### Placed standard cells

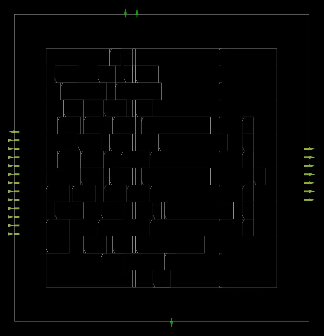
### Routed metal, one colour a layer

Two of the layers only.
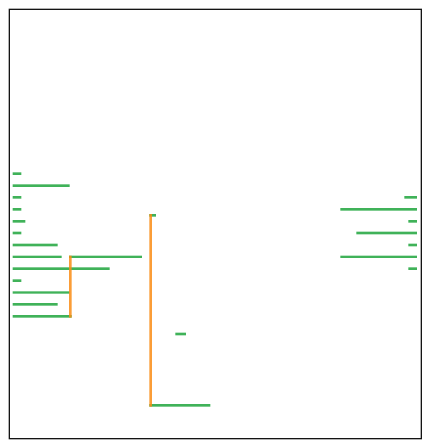
### Routed metal per tile

The die is cut into 9 by 10 equal tiles; white is low, dark blue is high, scaled to the fullest tile. Values are wire area over tile area, all layers added.
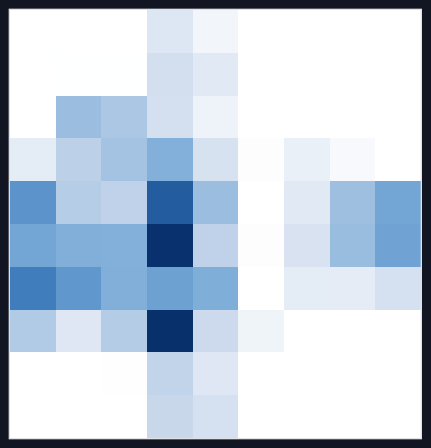
### M2 wires

Bar = 10 um.
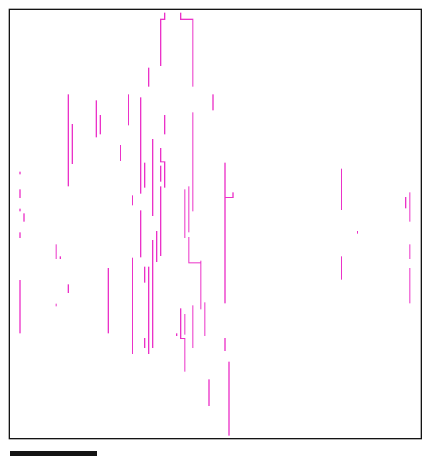
### Nets reached from selected ports

Bar = 10 um.
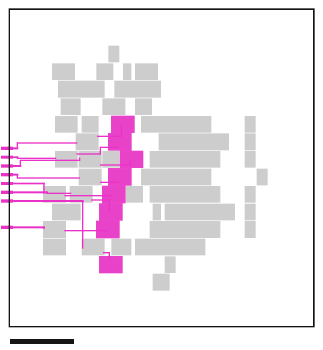
### src/rtl/dfc_pkg.sv
// -----------------------------------------------------------------------------
// dfc_pkg
// Shared definitions for the delayed-flow-control sender/receiver pair.
//   STATS_W   : width of the optional traffic statistics counters.
//   delay_ok  : round-trip budget check. The receiver's skid depth is sized
//               for 'delay' cycles of overshoot. The sender must not add more
//               latency than that between the receiver dropping its ready bit
//               and the last in-flight word landing.
// -----------------------------------------------------------------------------
package dfc_pkg;

  localparam int unsigned STATS_W = 32;

  function automatic bit delay_ok(input int unsigned pstages,
                                  input int unsigned rstages,
                                  input int unsigned delay);
    return (pstages + rstages) <= delay;
  endfunction

  function automatic bit stages_ok(input int unsigned pstages,
                                   input int unsigned rstages);
    return (pstages >= 1) && (rstages >= 1);
  endfunction

endpackage

### src/rtl/dfc_pipe.sv
// -----------------------------------------------------------------------------
// dfc_pipe
// Valid+data shift chain with synchronous active-high reset and no stall path.
// Stage 1 is a launch register: its valid bit follows in_valid every cycle, and
// its data register only captures in_data when in_valid is set. This keeps the
// data bus quiet during bubbles. Later stages copy valid and data from the
// previous stage unconditionally.
//
// Parameters:
//   width : data width in bits (>=1)
//   depth : number of stages (>=1)
// Ports:
//   clk, reset : clock, synchronous active-high reset
//   in_valid   : word present at the chain input this cycle
//   in_data    : word to launch
//   out_valid  : valid bit of the last stage
//   out_data   : data of the last stage
//   valids     : valid bits of every stage, bit 0 = stage 1
// -----------------------------------------------------------------------------
module dfc_pipe #(
  parameter int width = 8,
  parameter int depth = 1
) (
  input  logic             clk,
  input  logic             reset,
  input  logic             in_valid,
  input  logic [width-1:0] in_data,
  output logic             out_valid,
  output logic [width-1:0] out_data,
  output logic [depth-1:0] valids
);

  logic [depth-1:0] v;
  logic [width-1:0] d [depth];

  always_ff @(posedge clk) begin
    if (reset) begin
      v <= '0;
      for (int i = 0; i < depth; i++) begin
        d[i] <= '0;
      end
    end else begin
      v[0] <= in_valid;
      if (in_valid) begin
        d[0] <= in_data;
      end
      for (int i = 1; i < depth; i++) begin
        v[i] <= v[i-1];
        d[i] <= d[i-1];
      end
    end
  end

  assign out_valid = v[depth-1];
  assign out_data  = d[depth-1];
  assign valids    = v;

endmodule

### src/rtl/dfc_sender.sv
// -----------------------------------------------------------------------------
// dfc_sender
// Transmit side of the delayed-flow-control link. Accepts words from an
// internal srdy/drdy producer and launches them onto a long registered link.
// The receiver's ready bit (p_drdy) is a threshold flag. It is retimed here, so
// the sender may keep launching for rstages cycles after the receiver drops it.
// Those words, plus the ones already in the output pipeline, land in the
// receiver's skid buffer. Once a word is launched it is never held back.
//
// Parameters:
//   width   : datapath width
//   pstages : output pipeline stages on p_srdy/p_data (stage 1 = launch reg)
//   rstages : retiming flops on p_drdy
//   delay   : round-trip budget of the receiver; pstages+rstages must fit
// Ports:
//   clk, reset   : clock, synchronous active-high reset
//   c_srdy       : producer word valid
//   c_drdy       : accept (registered, straight from the retiming chain)
//   c_data       : producer word
//   p_srdy       : link valid from the last pipeline stage
//   p_drdy       : link flow control from the receiver, 1 = may send
//   p_data       : link data from the last pipeline stage
//   p_idle       : no valid word anywhere in the output pipeline
//   tx_count     : (DFC_SENDER_STATS_EN) c-side transfers, wraps
//   stall_count  : (DFC_SENDER_STATS_EN) cycles with c_srdy & ~c_drdy, wraps
//
// Build option: define DFC_SENDER_STATS_EN to add the two statistics counters.
// They only observe c-side handshakes, so datapath timing is the same either way.
// -----------------------------------------------------------------------------
module dfc_sender
  import dfc_pkg::*;
#(
  parameter int width   = 8,
  parameter int pstages = 1,
  parameter int rstages = 1,
  parameter int delay   = 4
) (
  input  logic               clk,
  input  logic               reset,
  input  logic               c_srdy,
  output logic               c_drdy,
  input  logic [width-1:0]   c_data,
  output logic               p_srdy,
  input  logic               p_drdy,
  output logic [width-1:0]   p_data,
  output logic               p_idle
`ifdef DFC_SENDER_STATS_EN
  ,
  output logic [STATS_W-1:0] tx_count,
  output logic [STATS_W-1:0] stall_count
`endif
);

  if (!stages_ok(pstages, rstages)) begin : g_bad_stages
    $error("dfc_sender: pstages and rstages must both be at least 1");
  end

  if (!delay_ok(pstages, rstages, delay)) begin : g_bad_budget
    $error("dfc_sender: pstages + rstages exceeds the receiver delay budget");
  end

  logic [rstages-1:0] rchain;
  logic               launch;
  logic [pstages-1:0] stage_valids;

  // The chain resets to 0, so nothing is accepted until the receiver's ready
  // has made it all the way through after reset is released.
  always_ff @(posedge clk) begin
    if (reset) begin
      rchain <= '0;
    end else begin
      rchain[0] <= p_drdy;
      for (int i = 1; i < rstages; i++) begin
        rchain[i] <= rchain[i-1];
      end
    end
  end

  assign c_drdy = rchain[rstages-1];
  assign launch = c_srdy & c_drdy;

  dfc_pipe #(
    .width (width),
    .depth (pstages)
  ) u_out_pipe (
    .clk       (clk),
    .reset     (reset),
    .in_valid  (launch),
    .in_data   (c_data),
    .out_valid (p_srdy),
    .out_data  (p_data),
    .valids    (stage_valids)
  );

  assign p_idle = ~|stage_valids;

`ifdef DFC_SENDER_STATS_EN
  always_ff @(posedge clk) begin
    if (reset) begin
      tx_count    <= '0;
      stall_count <= '0;
    end else begin
      if (launch) begin
        tx_count <= tx_count + STATS_W'(1);
      end
      if (c_srdy & ~c_drdy) begin
        stall_count <= stall_count + STATS_W'(1);
      end
    end
  end
`endif

endmodule

### config.mk
export PLATFORM = sky130hd
export DESIGN_NAME = dfc_sender
export DESIGN_NICKNAME = d
export VERILOG_FILES = /design/src/rtl/dfc_pkg.sv /design/src/rtl/dfc_pipe.sv /design/src/rtl/dfc_sender.sv
export SDC_FILE = /design/constraint.sdc
export NUM_CORES = 1
export LEC_CHECK = 0
export ABC_AREA = 0
export CAP_MARGIN = 0
export CORE_AREA = 5 5 42 44
export CTS_CLUSTER_SIZE = 20
export DETAILED_ROUTE_END_ITERATION = 8
export DIE_AREA = 0 0 47 49
export MAX_ROUTING_LAYER = met4
export PLACE_DENSITY = 0.67
export SLEW_MARGIN = 20
export SYNTH_ARGS = -nofsm -noshare
export SYNTH_HDL_FRONTEND = slang
export SYNTH_SLANG_ARGS = --single-unit
### constraint.sdc
create_clock -name clk -period 1.1 [get_ports clk]
set_input_delay 0.22 -clock clk [delete_from_list [all_inputs] [get_ports clk]]
set_output_delay 0.22 -clock clk [all_outputs]
set_load 0.01 [all_outputs]
==> metrics.cfg <==
[synthesis]
flop_cell=edfxtp_1
yosys_warnings=0
async_flop_share_pct=0
largest_area_cell=edfxtp_1
common_cells=and4b_1 (8), edfxtp_1 (8), dfxtp_1 (2)
ys_cells=23
topCellsByArea=edfxtp_1 (60%), and4b_1 (20%), dfxtp_1 (9.9%)
syn_area_um2=403
syn_inst=23
syn-mean-instance-area_um2=17.5
floorplan.nets=35
numSynthFlops=10
ys_area_um2=403

[global_routing]
grt_pass1_wl_um=1150
grt_pass1_vias=285
grt_overflow_total=0
grt_max_degree=11

[die]
fp-row-count=14
die_h_um=49
fp_util_pct=28.7
dieArea_um2=2300

[sta]
drv_slew=0
setup_violations=0
rsz0062_at_grt=false
period_needed_ps=1050
whs_ps=520
report.final.hold_viol_count=0
relSlewSlack_pct=83.1
fin_crit_sh_pct=95.6

[pwr]
power_switching_uw=153
internal-power_uw=626
leakage_nw=0.301
p_comb_share_pct=12.7
power_density_nw_per_um2=1220
ir_drop_mv=0.525

[final_layout]
sh_seq_area_pct=43.9
comb_cells=11
sequential_cell_total=10
sh_comb_area_pct=16.9
design_area_um2=638
antenna_cells=0
syn2layout_area_growth_pct=58.4
signal_buffers=25
comb_area_um2=108
layout-drive-gt1-share_pct=35.3
final_cells=67
final_core_util_pct=45.5
clkbuf_count=4
clkCellAreaFrac_pct=4.12
regArea_um2=280
nNetsFinal=64

[critical_path]
crit_family=flip-flops
cp_max_fo=2
path_class=reg2out
cp.arrival_ps=830
critPathCaptureType=output port
slowest_delay_ps=330
path_cells=clkdlybuf4s15_1
worstPathRequired_ps=880
start_kind=flip-flop
cp.buffers_inverters=1

[cts]
clock.latency.late_pin_ps=260
ctsResizeCount=20
cts-root-buf=clkbuf_4
cts-buffers-inserted=3
postCtsSetupRepairBufs=0
cts-htree-levels=1
clock_path_buffers=2
clk_pin_slew_ps=60

[detailed_routing]
route.detailed.drc=0
drt_iter0_drc=3
drtAntennaViolNets=0
dr.pass1.iters=4
via_per_inst=4.34

[outcome]
status=finished clean

[placement]
place_area_um2=654
gp_congestion=0.739

[flow_run]
drv_cap=0

[min_path]
hp-class=in2reg

Notes on 'Placed standard cells' above:
fill cell count: 149
tap cell count: 16

Notes on 'Routed metal, one colour a layer' above:
colour	layer	wire length
green	metal 3	92.0 um
orange	metal 4	28.6 um
Detailed Route WL: 707 um
DR WL/cell: 10.6 um
via count: 291
GRT Util Overall: 7.38%

Notes on 'Routed metal per tile' above:
fullest tile	0.30
emptiest ninth of the die	upper right
mean over tiles	0.054
densest ninth of the die	middle left
tiles over half the peak	11%
nearly empty tiles	46%

Notes on 'M2 wires' above:
share of all routed wire	35%
longest straight run	16.0 um
nets with wire on the layer	45
M2 GR Usage: 8.60%

Notes on 'Nets reached from selected ports' above:
colour	port	bits	direction	edge	end cells	buffers	wire
magenta	`c_data`	8	input	left	8	8	120 um
IO buf count: 22
I/O pin count: 23

[kinds of logic after synthesis]
logic type,count (synthesis),synth area share (%)
compound gates,1,2.17
flops,10,69.6
buf+inv,2,3.73
simple gates,10,24.5
[flip-flops by register name, summed over array words and instances (netlist names)]
register / flops
u_out_pipe.d: 8
c_drdy: 1
u_out_pipe.out_valid: 1
[final timing paths]
| check | start | endpoint | slack, ps | depth (start not counted) |
|---|---|---|---|---|
| worst max-delay path | c_drdy | c_drdy | 50 | 1 |
| worst min-delay path | reset | u_out_pipe.d[0][2] | 520 | 2 |
| worst max register to register | c_drdy | u_out_pipe.d[0][0] | 100 | 2 |
| worst min register to register | c_drdy | u_out_pipe.out_valid | 680 | 2 |
[power groups by stage]
stage	combinational [mW]	sequential, mW	clock (mW)
2_1_floorplan	0.0233	0.448	0
3_3_place_gp	0.114	0.437	0
3_5_place_dp	0.114	0.437	0
4_1_cts	0.106	0.429	0.262
5_1_grt	0.106	0.430	0.292
6_report	0.0986	0.429	0.252
[cells in the final DEF, fill, tap and decap left out, drive strengths merged]
cell,count
dlymetal6s2s,1
and2b,1
clkdlybuf4s15,2
buf,3
clkdlybuf4s50,10
inv,1
clkbuf,13
and3b,1
edfxtp,8
dfxtp,2
and4b,8
a21o,1
[metal layers]
layer | part of all wire [%] | up-vias | wire length, um | track usage (%)
li1 | - | 148 | - | -
met1 | 48 | 115 | 340 | 8.68
met2 | 35 | 24 | 245 | 8.60
met3 | 13 | 4 | 92 | 3.69
met4 | 4.0 | 0 | 28 | 6.91
met5 | 0 | - | 0 | -
[metrics by stage]
stage	setup slack, ps	total power, mW
final	48.8	0.779
after detailed placement	-266	0.551
after global routing	0.320	0.828
after global placement	-253	0.550
after floorplan	100	0.471
after CTS	1.24	0.796
Power figures rest on the tool's default switching activity, not on a simulated workload.
